ff_map.png
The bar under the picture is 20 um long. Other sequential cells in the stronger gray, the rest of the logic in the fainter gray.
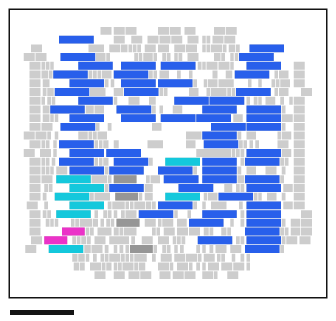
gates.png
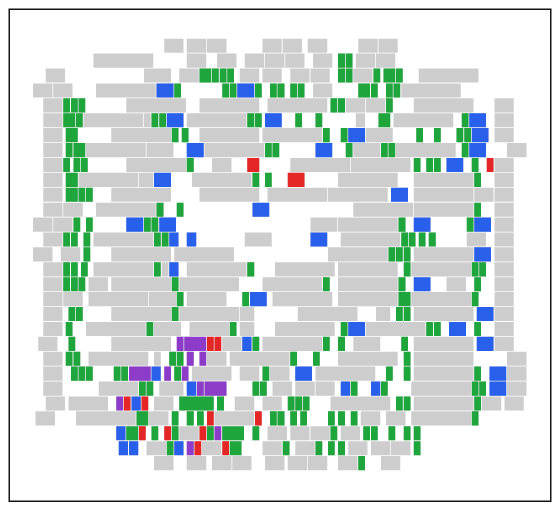
congestion_map.png
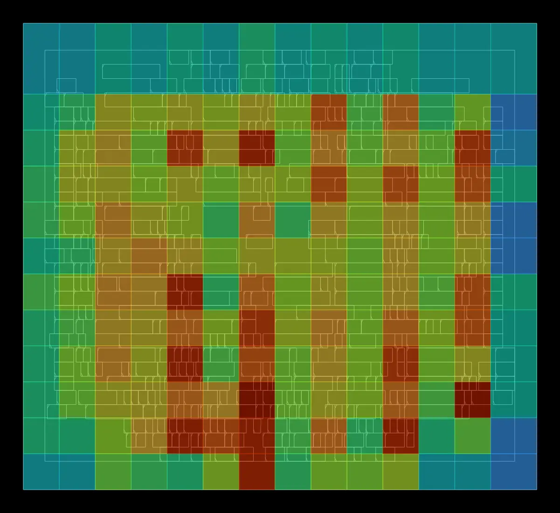
`src/rtl/interconnect_link_merger_if.sv`:
```
// Link interfaces for interconnect_link_merger: the multi-plane interconnect bundle
// and the single local link. Widths come from TIA_* macros, with defaults if not predefined.
`ifndef TIA_TAG_WIDTH
`define TIA_TAG_WIDTH 4
`endif
`ifndef TIA_WORD_WIDTH
`define TIA_WORD_WIDTH 32
`endif
`ifndef TIA_NUM_PHYSICAL_PLANES
`define TIA_NUM_PHYSICAL_PLANES 2
`endif

interface interconnect_link_if #(
   parameter int NUM_PLANES = `TIA_NUM_PHYSICAL_PLANES
);
   logic [NUM_PLANES-1:0]                      reqs;
   logic [NUM_PLANES-1:0]                      acks;
   logic [NUM_PLANES-1:0][`TIA_TAG_WIDTH-1:0]  tag_lines;
   logic [NUM_PLANES-1:0][`TIA_WORD_WIDTH-1:0] data_lines;

   modport sender   (output reqs, output tag_lines, output data_lines, input  acks);
   modport receiver (input  reqs, input  tag_lines, input  data_lines, output acks);
endinterface

interface link_if;
   typedef struct packed {
      logic [`TIA_TAG_WIDTH-1:0]  tag;
      logic [`TIA_WORD_WIDTH-1:0] data;
   } packet_t;

   logic    req;
   logic    ack;
   packet_t packet;

   modport sender   (output req, output packet, input  ack);
   modport receiver (input  req, input  packet, output ack);
endinterface

```
`src/rtl/interconnect_link_merger.sv`:
```
// Merges the per-plane links of an interconnect bundle into one local link through a small FIFO.
// Optional macro TIA_LINK_MERGER_FIXED_PRIORITY_EN selects fixed priority instead of round-robin.
`ifndef TIA_TAG_WIDTH
`define TIA_TAG_WIDTH 4
`endif
`ifndef TIA_WORD_WIDTH
`define TIA_WORD_WIDTH 32
`endif
`ifndef TIA_NUM_PHYSICAL_PLANES
`define TIA_NUM_PHYSICAL_PLANES 2
`endif

module interconnect_link_merger #(
   parameter int NUM_PLANES   = `TIA_NUM_PHYSICAL_PLANES,
   parameter int BUFFER_DEPTH = 2
) (
   input  logic                 clock,
   input  logic                 reset,
   interconnect_link_if.receiver input_interconnect_link,
   link_if.sender                output_link
);
   localparam int AW = $clog2(BUFFER_DEPTH);
   localparam int CW = AW + 1;
   localparam int PW = (NUM_PLANES > 1) ? $clog2(NUM_PLANES) : 1;
   localparam int TW = `TIA_TAG_WIDTH;
   localparam int WW = `TIA_WORD_WIDTH;

   logic [TW-1:0]         tag_mem_q  [BUFFER_DEPTH];
   logic [WW-1:0]         data_mem_q [BUFFER_DEPTH];
   logic [AW-1:0]         wr_ptr_q, wr_ptr_d;
   logic [AW-1:0]         rd_ptr_q, rd_ptr_d;
   logic [CW-1:0]         count_q, count_d;
   logic [PW-1:0]         grant;
   logic                  grant_valid;
   logic                  full;
   logic                  push;
   logic                  pop;
   logic [NUM_PLANES-1:0] acks;

   assign grant_valid = |input_interconnect_link.reqs;
   assign full        = (count_q == CW'(BUFFER_DEPTH));

`ifdef TIA_LINK_MERGER_FIXED_PRIORITY_EN
   always_comb begin
      grant = '0;
      for (int i = NUM_PLANES - 1; i >= 0; i--) begin
         if (input_interconnect_link.reqs[i]) grant = PW'(i);
      end
   end
`else
   logic [PW-1:0] rr_ptr_q, rr_ptr_d;

   // Scan upward from rr_ptr, wrapping modulo NUM_PLANES; first requester wins.
   always_comb begin
      logic          found;
      logic [PW-1:0] idx;
      found = 1'b0;
      idx   = '0;
      grant = '0;
      for (int k = 0; k < NUM_PLANES; k++) begin
         if ((int'(rr_ptr_q) + k) >= NUM_PLANES) idx = PW'(int'(rr_ptr_q) + k - NUM_PLANES);
         else                                    idx = PW'(int'(rr_ptr_q) + k);
         if (!found && input_interconnect_link.reqs[idx]) begin
            grant = idx;
            found = 1'b1;
         end
      end
   end

   always_comb begin
      rr_ptr_d = rr_ptr_q;
      if (push) begin
         if ((int'(grant) + 1) >= NUM_PLANES) rr_ptr_d = '0;
         else                                 rr_ptr_d = PW'(int'(grant) + 1);
      end
   end

   always_ff @(posedge clock) begin
      if (reset) rr_ptr_q <= '0;
      else       rr_ptr_q <= rr_ptr_d;
   end
`endif

   // Accept only with a free slot; a pop in the same cycle does not open one.
   assign push = grant_valid && !full && !reset;
   assign pop  = (count_q != '0) && output_link.ack;

   always_comb begin
      acks = '0;
      if (push) acks[grant] = 1'b1;
   end
   assign input_interconnect_link.acks = acks;

   always_comb begin
      wr_ptr_d = wr_ptr_q;
      rd_ptr_d = rd_ptr_q;
      count_d  = count_q;
      if (push) wr_ptr_d = wr_ptr_q + 1'b1;
      if (pop)  rd_ptr_d = rd_ptr_q + 1'b1;
      case ({push, pop})
         2'b10:   count_d = count_q + 1'b1;
         2'b01:   count_d = count_q - 1'b1;
         default: count_d = count_q;
      endcase
   end

   always_ff @(posedge clock) begin
      if (reset) begin
         wr_ptr_q <= '0;
         rd_ptr_q <= '0;
         count_q  <= '0;
      end else begin
         wr_ptr_q <= wr_ptr_d;
         rd_ptr_q <= rd_ptr_d;
         count_q  <= count_d;
      end
   end

   always_ff @(posedge clock) begin
      if (push) begin
         tag_mem_q[wr_ptr_q]  <= input_interconnect_link.tag_lines[grant];
         data_mem_q[wr_ptr_q] <= input_interconnect_link.data_lines[grant];
      end
   end

   // Packet is forced to zero while empty so storage needs no reset.
   assign output_link.req         = (count_q != '0);
   assign output_link.packet.tag  = output_link.req ? tag_mem_q[rd_ptr_q]  : '0;
   assign output_link.packet.data = output_link.req ? data_mem_q[rd_ptr_q] : '0;
endmodule

```
`src/flat_wrapper.sv`:
```
// flat-port wrapper written by rule: the top's interface ports become plain ports
module interconnect_link_merger_flat 
#(
   parameter int NUM_PLANES   = `TIA_NUM_PHYSICAL_PLANES,
   parameter int BUFFER_DEPTH = 2
)
  (clock, reset, input_interconnect_link_reqs, input_interconnect_link_tag_lines, input_interconnect_link_data_lines, input_interconnect_link_acks, output_link_req, output_link_packet, output_link_ack);
  interconnect_link_if #(.NUM_PLANES(NUM_PLANES)) input_interconnect_link_i ();
  link_if output_link_i ();
  input  logic clock;
  input  logic reset;
  input wire logic [$bits(input_interconnect_link_i.reqs)-1:0] input_interconnect_link_reqs;
  input wire logic [$bits(input_interconnect_link_i.tag_lines)-1:0] input_interconnect_link_tag_lines;
  input wire logic [$bits(input_interconnect_link_i.data_lines)-1:0] input_interconnect_link_data_lines;
  output wire logic [$bits(input_interconnect_link_i.acks)-1:0] input_interconnect_link_acks;
  output wire logic [$bits(output_link_i.req)-1:0] output_link_req;
  output wire logic [$bits(output_link_i.packet)-1:0] output_link_packet;
  input wire logic [$bits(output_link_i.ack)-1:0] output_link_ack;
  assign input_interconnect_link_i.reqs = input_interconnect_link_reqs;
  assign input_interconnect_link_i.tag_lines = input_interconnect_link_tag_lines;
  assign input_interconnect_link_i.data_lines = input_interconnect_link_data_lines;
  assign input_interconnect_link_acks = input_interconnect_link_i.acks;
  assign output_link_req = output_link_i.req;
  assign output_link_packet = output_link_i.packet;
  assign output_link_i.ack = output_link_ack;
  interconnect_link_merger #(.NUM_PLANES(NUM_PLANES), .BUFFER_DEPTH(BUFFER_DEPTH)) u_core (.clock(clock), .reset(reset), .input_interconnect_link(input_interconnect_link_i), .output_link(output_link_i));
endmodule
```
`config.mk`:
```
export PLATFORM = sky130hd
export DESIGN_NAME = interconnect_link_merger_flat
export DESIGN_NICKNAME = d
export VERILOG_FILES = /design/src/rtl/interconnect_link_merger_if.sv /design/src/rtl/interconnect_link_merger.sv /design/src/flat_wrapper.sv
export SDC_FILE = /design/constraint.sdc
export NUM_CORES = 1
export LEC_CHECK = 0
export ABC_AREA = 1
export CAP_MARGIN = 20
export CORE_ASPECT_RATIO = 0.9
export CORE_MARGIN = 4
export CORE_UTILIZATION = 50
export CTS_CLUSTER_DIAMETER = 30
export CTS_CLUSTER_SIZE = 10
export DETAILED_ROUTE_END_ITERATION = 7
export PLACE_DENSITY = 0.9
export SLEW_MARGIN = 0
export SYNTH_ARGS = -nofsm -noshare
export SYNTH_HDL_FRONTEND = slang
export SYNTH_SLANG_ARGS = --single-unit
```
`constraint.sdc`:
```
create_clock -name clock -period 3.9 [get_ports clock]
set_clock_uncertainty 0.05 [all_clocks]
set_input_delay 0.39 -clock clock [delete_from_list [all_inputs] [get_ports clock]]
set_output_delay 0.39 -clock clock [all_outputs]
set_load 0.05 [all_outputs]
```
==> flow_metrics.env <==
# yosys + openroad results
export IMPL_outcome="finished, final reports clean"
export IMPL_ys_chip_area_sq_mm=0.00369
export IMPL_synth_main_ff_cell="edfxtp_1"
export IMPL_syn_inst=359
export IMPL_fp_dieW_um=98.5
export IMPL_track_usage_pct=18.5
export IMPL_common_cells="nand2_1, edfxtp_1, a21oi_2"
export IMPL_clock_latency_ns=0.33
export IMPL_num_vias=2819
export IMPL_grt_max_degree=40
export IMPL_netlist_area_sq_mm=0.00369
export IMPL_clock_path_buffers=2
export IMPL_setup_ws_ns=0.827
export IMPL_synthDominantCellAreaShare_pct=58.6
export IMPL_min_from="u_core.rd_ptr_q$_SDFFE_PP0P_"
export IMPL_worst_setup_path_end_kind="output pin"
export IMPL_xor_share_pct=0
export IMPL_drive_gt1_share_pct=13.7
export IMPL_grt_pass1_wl_mm=12.6
export IMPL_yosysWarnings=0
export IMPL_clkCellAreaFrac_pct=3.56
export IMPL_max_stage_delay_ns=0.81
export IMPL_warning_count=26
export IMPL_cts_setup_buffers=0
export IMPL_largest_cell_class="sequential cells"
export IMPL_post_cts_resized=0
export IMPL_simple_gate_area_share_pct=22.4
export IMPL_syn_avg_cell_area_sq_um=10.3
export IMPL_grt_setup_unrepaired="false"
export IMPL_period_used_pct=78.8
export IMPL_cap_viol_max_count=0
export IMPL_clock_buffer_count=9
export IMPL_cts_tree="built"
export IMPL_crit_chain="clkdlybuf4s50_1 -> nand2_2 -> nand2_4 -> inv_4 -> nor2_1 -> clkdlybuf4s50_1"
export IMPL_antenna_found_initial=0
export IMPL_timing_critical_path_mode_cell="clkdlybuf4s50_1"
export IMPL_vdd_drop_max_v=0.000251
export IMPL_seq_cells=78
export IMPL_cts_buffers_inserted=9
export IMPL_fp_dieH_um=89.5
export IMPL_cts_sinks=78
export IMPL_ys_sh_adder_pct=0.339
export IMPL_finalPower_mw=2.70
export IMPL_wl_mm=8.02
export IMPL_setup_tns_ns=0
export IMPL_slowest_stage="clkdlybuf4s50_1"
export IMPL_ys_seq_share_pct=61.9
export IMPL_via_per_inst=4.97
export IMPL_wl_per_cell_um=14.1
export IMPL_floorplan_nets=437
export IMPL_synth_most_common_cell="nand2_1"
export IMPL_cp_data_arrival_time_ns=2.63
export IMPL_r2r_start="u_core.count_q[1]$_SDFFE_PP0P_"
export IMPL_path_buffers=3
export IMPL_synthTopCellsByArea="edfxtp_1, nand2_1, a21oi_2"
export IMPL_ys_flops=78
export IMPL_synthMuxAreaShare_pct=0
export IMPL_coreArea_sq_mm=0.00711
export IMPL_startpoint_type="input port"
export IMPL_root_buffer="clkbuf_8"
export IMPL_reg_largest_list="u_core.data_mem_q (64), u_core.tag_mem_q (8), u_core.count_q (2)"
export IMPL_layout_comb_gates_multi_input=249
export IMPL_preCtsSetupSlack_ns=0.817
export IMPL_clk_pin_slew_worst_paths_ns=0.07
export IMPL_p_leak_nw=1.93
export IMPL_largest_register_ffs=64
export IMPL_slew_headroom_pct=31.0
export IMPL_synth_distinct_cells=20
export IMPL_design_portCount=116
export IMPL_setup_viol=0
export IMPL_grt_pass1_vias=2863
export IMPL_async_flop_share_pct=0
export IMPL_hold_path_class="flip-flop to flip-flop"
export IMPL_ys_sh_aoi_pct=8.65
export IMPL_reg2regPathDepth=7
export IMPL_tightest_slew_ns=1.03
export IMPL_edf_count=72
export IMPL_critical_path_class="input port to output pin"
export IMPL_drc=0
export IMPL_dp_hpwl_mm=5.59
export IMPL_postCtsHoldBufs=0
export IMPL_buffer_area_share_pct=23.5
export IMPL_ys_cells=359
export IMPL_fmax_mhz=325
export IMPL_fin_crit_ns=3.07
export IMPL_drv_slew=0
export IMPL_nets=548
export IMPL_largest_register="u_core.data_mem_q"
export IMPL_finalHoldViolations=0
## Picture notes: ff_map.png
Key: u_core.tag_mem_q = cyan [placed flops 8]; u_core.count_q = magenta [placed flops 2]; u_core.data_mem_q = blue [placed flops 64]
Another 4 sequential cells are not colored.
seq pwr: 1.04 mW
Register Area: 0.00228 sq mm
flop share of the area: 45.7%
final core occ: 70.2%

## Picture notes: gates.png
Key: nor cells = purple [cells 12, most used nor2_1]; aoi and oai cells = blue [cells 42, most used a21oi_2]; inv cells = red [cells 14, most used inv_1]; nand cells = green [cells 194, most used nand2_1, where spread over the die]
Final Non-Filler Cells: 567
logic share of the area: 23.7%
Commonest Layout Cell: nand2_1

## Picture notes: congestion_map.png
busiest metal layer after global routing: met2
met1 Use GR: 19.4%
GR Util met3: 3.35%

==> worst max-delay path by stage <==
stage | end | start | cells past startpoint
after detailed placement | input_interconnect_link_acks[0] | input_interconnect_link_reqs[0] | 6
after floorplan | u_core.data_mem_q[0][0]$_DFFE_PP_ | reset | 3
final | input_interconnect_link_acks[0] | input_interconnect_link_reqs[0] | 6
after CTS | input_interconnect_link_acks[0] | input_interconnect_link_reqs[0] | 6
after global routing | input_interconnect_link_acks[0] | input_interconnect_link_reqs[0] | 6
after global placement | input_interconnect_link_acks[0] | input_interconnect_link_reqs[0] | 6
==> report_power, final <==
part / switching [mW] / internal (mW) / leakage, nW
logic: 0.757 / 0.356 / 1.12
clock network: 0.265 / 0.284 / 0.0876
registers: 0.0283 / 1.01 / 0.720
==> cell usage in the layout, fill, tap and decap left out, types with 6 or more instances in the layout <==
master / n
nand2_2: 12
nand2_1: 179
inv_1: 10
clkbuf_8: 9
nor2_1: 9
edfxtp_1: 72
a21oi_1: 10
dfxtp_1: 6
a21oi_2: 29
clkdlybuf4s50_1: 115
==> worst reg2reg max path, stage by stage (launching register included) <==
cell     delay [ns]
dfxtp_1        0.37
nor2_4         0.64
nor2_1         0.16
ha_1           0.38
inv_1          0.07
nand4_1        0.10
nand2_1        0.08
nor2_1         0.04
==> stage by stage <==
stage          instance area, sq um  hold slack (ns)
2_1_floorplan                  3690            0.417
3_3_place_gp                   4810            0.434
3_5_place_dp                   4810            0.466
4_1_cts                        4990            0.492
5_1_grt                        4990            0.519
6_report                       4990            0.487
==> per-layer routing <==
layer | global-route usage (%) | part of all wire, %
met1 | 19.4 | 38
met2 | 35.9 | 54
met3 | 3.35 | 5.8
met4 | 9.18 | 2.2
met5 | 0 | 0
No activity file was given, so power comes from the tool's default toggle rates.
